Design timer_counter, sky130hd; sources not shown.
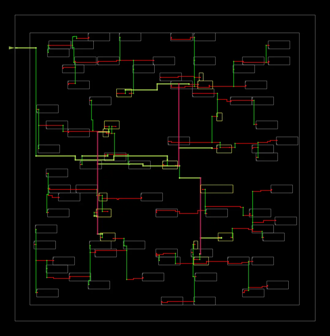
Fig. 1. The clock network.
worst-case clock skew: 0.00780 ns
CTS Buf Count: 9
registers: 71
total clock network power: 843 µW
clock buffer count in the final layout: 9

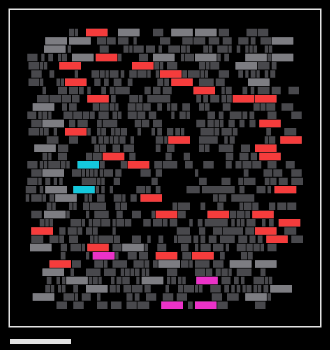
Fig. 2. Sequential cells coloured by netlist name.
Scale bar: 20 µm. Other sequential cells in the stronger grey, the rest of the logic in the fainter grey.
red -> count_q  # placed flops 32
magenta -> ctrl_q  # placed flops 4, where south
cyan -> state_q  # placed flops 2
not coloured = 33
final core utilization: 60.4%
flop share of the area: 27.8%
Register Area: 0.00142 mm²
sequential power: 1110 µW

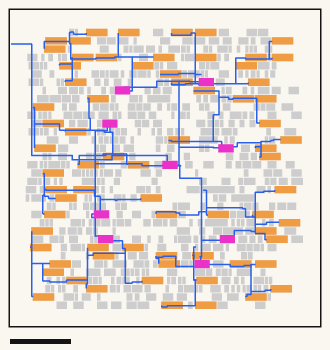
Fig. 3. Clock distribution.
Scale bar: 20 µm.
magenta -> cells driving clock nets  # count 9
blue -> clock wires  # length 1020 µm
orange -> flip-flops  # count 71
flops lie = widely spread
routed clock nets = 10
latest clock arrival within the worst-skew pair: 0.36 ns
clock share of power: 35.9%

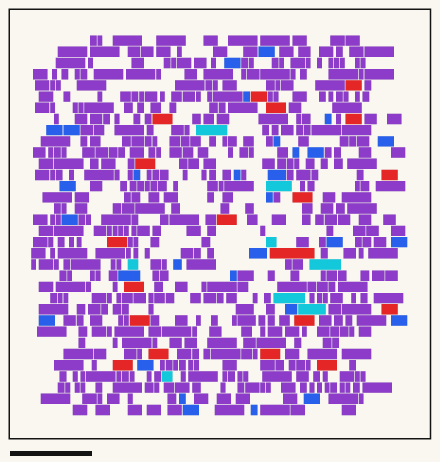
Fig. 4. Sizing map.
Scale bar: 20 µm.
red -> drive 6 and up  # cells 19
cyan -> drive 3 to 4  # cells 8
blue -> drive 2  # cells 30
purple -> drive 1 or less  # cells 542
final instance area: 0.00511 mm²
Signal buffers: 119
final setup slack of the worst path: 0.0578 ns
Area Overhead vs Synth: 26.3%

==> deck_impl_summary.md <==
Synthesis and Place & Route Summary

Outcome
  • Run status: finished clean

STA
  • Worst slew margin relative to its limit: 37.3%
  • Final setup viols: 0
  • Tmin final: 2.59 ns
  • Total negative slack for setup checks: 0 ns
  • Achievable Freq: 386 MHz
  • Final count of hold timing violations: 0
  • Least-Margin Pin Slew: 0.939 ns
  • Final worst-path cycle share: 97.8%
  • Final count of pins violating max slew: 0
  • Setup repair after global routing missed its margin: false

Routing
  • Top routing layer used: met4
  • Met2 layer wire length in the routed design: 6750 µm
  • Count of TritonRoute iterations in the first routing pass: 5
  • Wire length on met3: 1330 µm
  • Post-route met1 wirelength: 6300 µm
  • Per-cell routed wire length: 21.0 µm
  • Post-detailed-route count of antenna-violating nets: 0
  • DRC: 0
  • Total length of routed wires: 14800 µm
  • Via density per instance: 6.37
  • Initial drt markers: 492
  • Via Count: 4504

Floorplanning
  • Chip area: 0.0106 mm²
  • Boundary pin count: 98
  • FP Rows: 34
  • Core area: 0.00847 mm²
  • Die boundary width: 102 µm
  • Die Y-Extent: 104 µm

Synth
  • Async set or reset register ratio after synthesis: 0%
  • Netlist cell types: 61
  • Synthesized Nets: 585
  • Post-synth EDFFs: 0
  • YS chip area: 0.00405 mm²
  • Total cells reported by yosys after synthesis: 518
  • Register share after synthesis: 35.1%
  • Post-Synth AOI/OAI Area: 27.6%
  • Most common flop cell mapped by yosys: dfxtp_1
  • Cell area after technology mapping: 0.00405 mm²
  • Area fraction in mux cells: 3.03%
  • Largest combinational cell category by area: AND-OR/OR-AND gates
  • Xor/xnor share: 0.216%
  • Cells after Synth: 518
  • Area fraction in full adders, half adders and majority gates: 0.618%
  • Average footprint of a synthesized cell: 7.81 µm²

Final layout
  • Net total in the final layout: 662
  • Final std cells w/o fill: 707
  • Most common library cell in the layout ignoring fill and taps: nand2_1
  • Number of diodes: 0
  • Fillers: 790
  • Top cells excl fill/tap: nand2_1 (87), dfxtp_1 (71), a21oi_1 (55)
  • Ratio of cells with drive above 1 in the final layout: 9.52%

Critical path
  • Crit path largest cell delay: 0.31 ns
  • Critical path peak fanout: 10
  • Worst setup EP type: output pin
  • Critical path buffer and inverter count: 4
  • Setup CP Type: input port to output pin
  • Number of cells on the critical path: 6
  • Worst setup slack for register-to-register paths: 0.15 ns
  • Register-to-Register Path Depth: 8
  • Critical path data arrival time: 1.93 ns
  • Worst Setup Start Kind: input port
  • Family of cells with the greatest summed delay on the critical path: buffers and inverters
  • Cell-by-cell trace of the critical path: clkbuf_2 -> nor2b_1 -> clkbuf_8 -> buf_6 -> a22o_1 -> clkdlybuf4s15_1

Min path
  • Number of cells on the worst hold path: 2
  • Worst Hold Class: register to register

Power
  • Largest voltage drop on the vdd net: 193 µV
  • Areal power density over the cells: 459 mW/mm²
  • Leakage power figure: 0.00197 µW

Place
  • Post-Place Setup Slack: -1.45 ns
  • Count of buffers inserted at the top-level ports: 67
  • GPL Wtd Cong: 0.941
  • Total instance count after detailed placement: 693
  • Area after DPL: 0.00485 mm²
  • DP Wirelength: 10600 µm

Clocking
  • Number of H-tree branching levels: 3
  • Total of hold buffers inserted after clock tree synthesis: 0
  • Maximum clock path buffer count: 2
  • Clock tree from TritonCTS: yes
  • CTS sink cnt: 71
  • Total setup buffers inserted after CTS: 0
  • Clock transition at path regs: 0.07 ns
  • Buffer type at the clock tree root: clkbuf_8

Global route
  • Via count of the first global-routing pass: 4238
  • Total global routing overflow: 0
  • First-pass GRT wire length: 23000 µm
  • GRT Total Usage: 27.9%

Run
  • Tool warnings: 55
  • Max_cap viols: 0
layout make-up:
cell class	instances	area, µm²	area share (%)
buffer	52	289	5.65
clock buffer	9	124	2.42
clock inverter	6	55.1	1.08
inverter	8	30.0	0.588
multi-input combinational	386	2390	46.7
sequential	71	1420	27.8
tap	108	135	2.64
timing repair buffer	67	669	13.1
Yosys cell counts, drive strengths merged (8+ instances only):
master | instances | area (µm²)
a21oi | 55 | 275
a22o | 28 | 245
a31oi | 18 | 113
buf | 11 | 71.3
clkbuf | 42 | 158
dfxtp | 71 | 1420
inv | 8 | 30.0
mux2i | 10 | 100
nand2 | 87 | 327
nand3 | 28 | 153
nor2 | 22 | 82.6
nor3 | 12 | 60.1
nor4 | 15 | 145
or4 | 8 | 60.1
report_power, final:
part | switching [µW] | total [µW] | internal (µW) | leakage (µW)
clock network | 424 | 843 | 420 | 0.0000975
registers | 24.4 | 1110 | 1090 | 0.000575
logic | 241 | 391 | 150 | 0.00130
total | 689 | 2350 | 1660 | 0.00197
kinds of logic after synthesis:
group,Yosys count
AOI/OAI and AO/OA,162
xor gates and xnor gates,1
adders and majority gates,2
buffers and inverters,61
DFF,71
muxes,12
and+or+nand+nor,209
through the flow:
stage / total power (µW) / hold WS, ns
after floorplan: 1340 / 0.445
after global placement: 1510 / 0.459
after detailed placement: 1510 / 0.467
after CTS: 2340 / 0.477
after global routing: 2420 / 0.495
final: 2350 / 0.479
what timing repair did:
action	CTS	global route
setup endpoints to repair	34	46
resized	116	8
pin swaps	0	1
metal layers:
metal	vias to the layer above	GRT usage, %
met5	-	0
met4	0	11.6
met3	45	6.84
met2	240	42.6
met1	2120	37.3
li1	2099	-
Power and IR drop assume default switching activity.
